==> config.mk <==
export PLATFORM = sky130hd
export DESIGN_NAME = uart_tx_arb
export DESIGN_NICKNAME = d
export VERILOG_FILES = /design/src/rtl/uart_tx_arb.sv
export SDC_FILE = /design/constraint.sdc
export NUM_CORES = 1
export LEC_CHECK = 0
export CORE_AREA = 5 5 64 66
export DETAILED_ROUTE_END_ITERATION = 6
export DIE_AREA = 0 0 69 71
export GPL_TIMING_DRIVEN = 0
export PLACE_DENSITY = 0.84
export SLEW_MARGIN = 30
export SYNTH_ARGS = -nofsm -noshare
export SYNTH_HDL_FRONTEND = slang
export SYNTH_SLANG_ARGS = --single-unit
export TNS_END_PERCENT = 100
==> constraint.sdc <==
create_clock -name clk -period 2.1 [get_ports clk]
set_clock_uncertainty 0.1 [all_clocks]
set_input_delay 0.315 -clock clk [delete_from_list [all_inputs] [get_ports clk]]
set_output_delay 0.315 -clock clk [all_outputs]
set_load 0.01 [all_outputs]
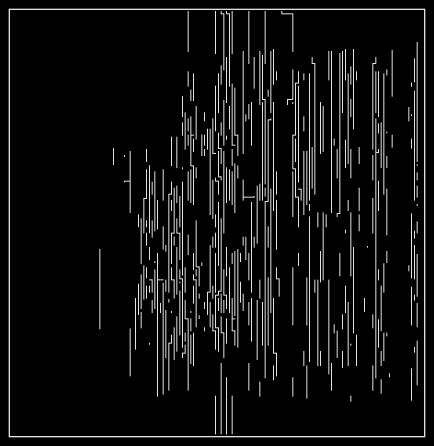
(run_1/m2.png)
Scale: 6 px per µm.
longest straight run = 43.2 µm
wire length on this layer = 1930 µm
nets with wire on the layer = 224
main direction = vertical
GR Layer Usage met2: 28.0%
vias: 1388
Routed WL: 3980 µm

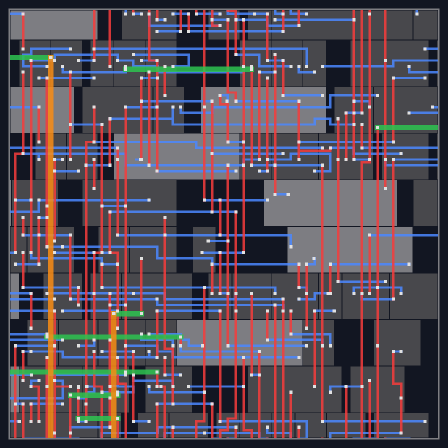
(run_1/closeup.png)
Region (22, 23) to (47, 48) µm. Cells in gray, sequential cells in the stronger gray; small squares are vias.
green -> M3
red -> M2
blue -> M1
orange -> M4
most frequent = a21oi_1 (11), dfxtp_1 (6), nand3_1 (5)
cells with their middle in the window = 70
sequential cells in the window = 7

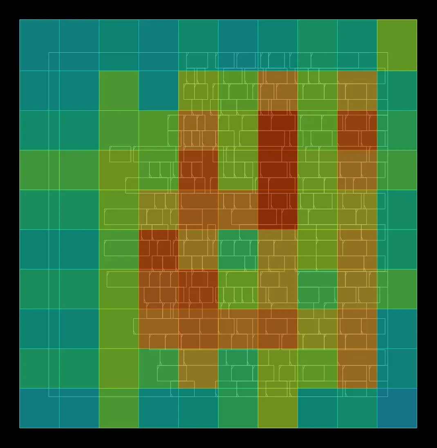
(run_1/congestion_map.png)
M1 GR Usage: 18.6%
met3 usage: 4.55%
Wirelength per Cell: 15.5 µm
gr busiest metal: met2

==> impl_metrics.csv, run 1 <==
group,metric,value,unit
worst_setup_path,setup.worst_path.class,"reg -> out",
sta,setup_tns,0,ns
worst_setup_path,path_buffers,3,
worst_setup_path,rrSetupSlack,0.07,ns
synthesis,ys_async_sr_fraction,0,%
synthesis,netlist.area_leader.share,23.6,%
sta,hold-worst-slack,0.405,ns
clock_network,clock_latency,0.28,ns
pwr,p_leak,0.770,nW
pwr,clkPwrFrac,23.1,%
layout,final_layout_top_logic_cell,"clkdlybuf4s50_1",
global_route,grt_overflow,0,
global_route,grt_max_degree,11,
pwr,p_int,614,µW
place,dp.cells,243,
synthesis,yosysWarnings,0,
sta,worst_pin_slew,0.368,ns
worst_setup_path,cp.required,1.68,ns
floorplan,die_area,4900,µm²
drt,viasPerCell,5.40,
synthesis,ys_ff,14,
drt,drt_first_pass_iters,4,
synthesis,synth-edff-count,0,
worst_setup_path,path_cells,"buf_6, buf_12, mux4_2, and2_4, buf_6",
clock_network,clkSinkCount,14,
layout,area_growth_syn_to_layout,74.5,%
sta,finalCriticalPeriod,2.10,ns
place,place_ws,-0.382,ns
place,place_hpwl,2880,µm
pwr,vdd_drop_max,0.199,mV
worst_setup_path,arrival,1.68,ns
worst_setup_path,critical_path_depth,5,
place,place_congestion,0.810,
clock_network,tritoncts,"done",
hold_path,min_path_type,"reg -> reg",
sta,setup_viol,0,
floorplan,fp_util,33.7,%
worst_setup_path,cp-start-kind,"flip-flop",
global_route,grt_pass1_vias,1369,
synthesis,ys_cells,137,
worst_setup_path,slowest_stage,"mux4_2",
synthesis,synth.avg_cell_area,8.67,µm²
synthesis,syn-num-nets,186,
clock_network,cts_buffers,3,
clock_network,clk_pin_slew,0.09,ns
sta,finalHoldViolCount,0,
layout,num_antenna_cells,0,
worst_setup_path,crit_top_cell,"buf_6",
hold_path,hold_depth,2,
sta,relSlewSlack,75.4,%
floorplan,dieHeight,71,µm
sta,fmax,477,MHz
floorplan,pin_count,59,
synthesis,yosys-stat-area,1190,µm²
drt,drc_errors,0,
global_route,grt_pass1_wl,6470,µm
global_route,antenna_found_initial,0,
layout,stdcell_count,257,
outcome,status,"finished clean",
synthesis,ys_seq_share,23.6,%
place,io_buffers,58,
layout,final_core_util,58.8,%
synthesis,top_cell,"a21oi_1",
layout,n_fill_cell,314,
run,warnings,31,
[run 1: layout make-up]
type | count | area, µm² | share of cell area [%]
Inverter | 7 | 26.3 | 1.27
Sequential cell | 14 | 285 | 13.8
Multi-Input combinational cell | 107 | 888 | 42.9
Tap cell | 48 | 60.1 | 2.90
Clock buffer | 4 | 36.3 | 1.75
Buffer | 9 | 104 | 5.01
Timing Repair Buffer | 68 | 672 | 32.4
[run 1: per-layer routing]
layer	up-vias	routed length (µm)
li1	665	-
met1	638	1670
met2	78	1930
met3	7	327
met4	0	53
met5	-	0
[run 1: power groups by stage]
stage | Combinational, mW | Sequential [mW] | Clock (mW)
finish | 0.383 | 0.282 | 0.200
CTS | 0.344 | 0.281 | 0.200
detailed placement | 0.308 | 0.288 | 0
global route | 0.411 | 0.283 | 0.216
floorplan | 0.145 | 0.288 | 0
global placement | 0.303 | 0.288 | 0
[run 1: stage by stage]
stage,total power [mW],area [µm²]
4_1_cts,0.826,1960
3_5_place_dp,0.595,1830
6_report,0.865,2070
3_3_place_gp,0.591,1830
2_1_floorplan,0.433,1190
5_1_grt,0.910,2070
[run 1: kinds of logic (layout without fill, tap and decap cells)]
logic type               count (synthesis)  count (layout)  share of synthesized area, %
adder cells (fa/ha/maj)                  6               6                          6.32
AND-OR/OR-AND                           40              40                          21.6
flip-flops                              14              14                          23.6
AND/OR/NAND/NOR                         49              49                          23.2
buffers and inverters                   16              88                          6.74
multiplexers                            12              12                          18.5
[run 1: timing repair]
item | in CTS | in global routing
setup endpoints to repair | 22 | 21
buffers inserted | 6 | 2
pin swaps | 2 | 4
hold buffers | 0 | 0
resized | 61 | 25
gates cloned | 1 | 1
==> inputs of run 2 (changes only) <==
--- a/config.mk
+++ b/config.mk
@@ -14,4 +14,3 @@
 export SYNTH_ARGS = -nofsm -noshare
 export SYNTH_HDL_FRONTEND = slang
 export SYNTH_SLANG_ARGS = --single-unit
-export TNS_END_PERCENT = 100
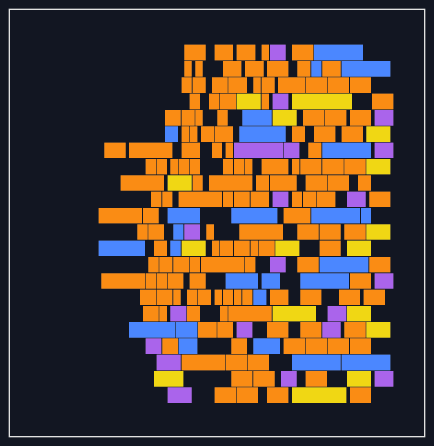
(run_2/sizing.png)
Scale: 6 px per µm.
yellow -> x6 and larger  # cells 16, most used buf_6
blue -> x2  # cells 25, most used mux4_2
purple -> x3 and x4  # cells 20
orange -> x1 and smaller  # cells 148, most used clkdlybuf4s50_1
Final WS setup: 0.00328 ns
Non-clk bufs: 77
area grow syn2layout: 74.5%

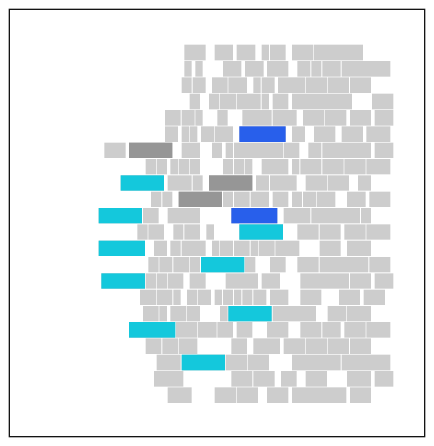
(run_2/ff_map.png)
Scale: 6 px per µm.
cyan -> len_cnt_q  # sequential cells 9
blue -> grant_id_o  # sequential cells 2
register area: 285 µm²
Seq power: 282 µW
post-layout util: 58.8%
flop share of the area: 13.8%

==> impl_metrics.csv, run 2 <==
group,metric,value,unit
layout,layout.nets,259,
drt,antenna_left,0,
pwr,p_per_area,418,nW/µm²
place,dpl_cell_area,1830,µm²
worst_setup_path,cp.required,1.68,ns
worst_setup_path,slowest_stage,"mux4_2",
sta,maxSlewViolCount,0,
sta,hold-worst-slack,0.405,ns
sta,finalCriticalPeriod,2.10,ns
sta,setup_viol,0,
sta,worst_pin_slew,0.368,ns
global_route,grt_pass1_vias,1369,
clock_network,clkSinkCount,14,
drt,viasPerCell,5.40,
synthesis,yosys-stat-area,1190,µm²
clock_network,clockBufferDepth,2,
clock_network,htree_levels,1,
drt,drt_first_pass_iters,4,
worst_setup_path,worstRegToRegCells,8,
clock_network,clock_latency,0.28,ns
synthesis,top_cell,"a21oi_1",
layout,largest_reg_flops,9,
floorplan,fp.dieW,69,µm
synthesis,ys_async_sr_fraction,0,%
worst_setup_path,rrSetupSlack,0.07,ns
sta,fmax,477,MHz
worst_setup_path,cp-start-kind,"flip-flop",
clock_network,clk_pin_slew,0.09,ns
pwr,p_leak,0.770,nW
drt,drc_errors,0,
layout,final_layout_top_logic_cell,"clkdlybuf4s50_1",
synthesis,syn-num-nets,186,
floorplan,pin_count,59,
drt,dr.first_iter.drc_count,74,
worst_setup_path,setup.worst_path.class,"reg -> out",
synthesis,ys_seq_share,23.6,%
floorplan,rows,22,
worst_setup_path,worstSetupEndpointType,"output pin",
synthesis,synth.avg_cell_area,8.67,µm²
layout,n_fill_cell,314,
sta,period_used_share,99.8,%
pwr,power,865,µW
drt,post_drt_wl_per_cell,15.5,µm
sta,relSlewSlack,75.4,%
layout,fin_area,2070,µm²
run,drv_cap,0,
sta,finalHoldViolCount,0,
worst_setup_path,arrival,1.68,ns
hold_path,min_path_type,"reg -> reg",
hold_path,hold_depth,2,
synthesis,ys_types,36,
layout,layout_top_cells,"42 x clkdlybuf4s50_1, 14 x a21oi_1, 12 x buf_6",
global_route,grt_overflow,0,
pwr,vdd_drop_max,0.199,mV
layout,logic_area,888,µm²
clock_network,postCtsHoldBufs,0,
synthesis,yosysWarnings,0,
global_route,grt.total_usage,15.6,%
synthesis,ys_cells,137,
drt,routed_wl,3980,µm
synthesis,area_leaders,"dfxtp_1 24%, mux4_2 15%, a21oi_1 6.3%, ha_1 6.3%, and2_1 4.7%",
layout,stdcell_count,257,
floorplan,fp_util,33.7,%
worst_setup_path,path_cells,"buf_6, buf_12, mux4_2, and2_4, buf_6",
worst_setup_path,slowest_delay,0.49,ns
place,place_ws,-0.382,ns
sta,setup_tns,0,ns
place,place_hpwl,2880,µm
synthesis,netlist.area_leader.share,23.6,%
clock_network,tritoncts,"done",
run,warnings,31,
synthesis,ys_ff,14,
global_route,grt_pass1_wl,6470,µm
synthesis,syn_inst,137,
floorplan,die_area,4900,µm²
place,io_buffers,58,
synthesis,synth.top_cells.by_count,"15 x a21oi_1, 14 x dfxtp_1, 9 x and2_1, 9 x nand2_1, 8 x mux4_2",
place,place_congestion,0.810,
place,dp.cells,243,
synthesis,synth-edff-count,0,
layout,num_antenna_cells,0,
global_route,grt_max_degree,11,
synthesis,flop_cell,"dfxtp_1",
worst_setup_path,crit_top_cell,"buf_6",
drt,num_vias,1388,
outcome,status,"finished clean",
floorplan,dieHeight,71,µm
synthesis,yosys.area.top_type,"dfxtp_1",
global_route,antenna_found_initial,0,
clock_network,cts_buffers,3,
[run 2: cell counts in the layout (fill, tap and decap cells not counted)]
Identical to the previous run, type by type.
[run 2: timing repair]
item / CTS / global route
setup endpoints to repair: 22 / 21
resized: 61 / 25
pin swaps: 2 / 4
gates cloned: 1 / 1
setup buffers: 6 / 2
[run 2: report_power, final]
group	internal (mW)	switching [mW]
logic	0.236	0.148
registers	0.273	0.00922
clock network	0.106	0.0946
total	0.614	0.251
[run 2: kinds of logic (layout without fill, tap and decap cells)]
kind of cell | Yosys count | in the layout | synth area share, %
flops | 14 | 14 | 23.6
buf+inv | 16 | 88 | 6.74
fa+ha+maj | 6 | 6 | 6.32
mux | 12 | 12 | 18.5
compound gates | 40 | 40 | 21.6
simple gates | 49 | 49 | 23.2
[run 2: routing by layer]
metal / track usage [%] / part of all wire [%]
met2: 28.0 / 49
met5: 0 / 0
met1: 18.6 / 42
met4: 3.25 / 1.3
met3: 4.55 / 8.2
[run 2: critical path: cells and delay by family (launching register included)]
kind / cells / cell delay, ns
muxes: 1 / 0.49
buffers and inverters: 3 / 0.39
DFF: 1 / 0.35
and+or+nand+nor: 1 / 0.17
[run 2: cell type report]
cell class                 instances  share of cell area (%)
tap                               48                    2.90
timing repair buffer              68                    32.4
multi-input combinational        107                    42.9
inverter                           7                    1.27
clock buffer                       4                    1.75
buffer                             9                    5.01
sequential                        14                    13.8
Power and IR drop assume default switching activity.
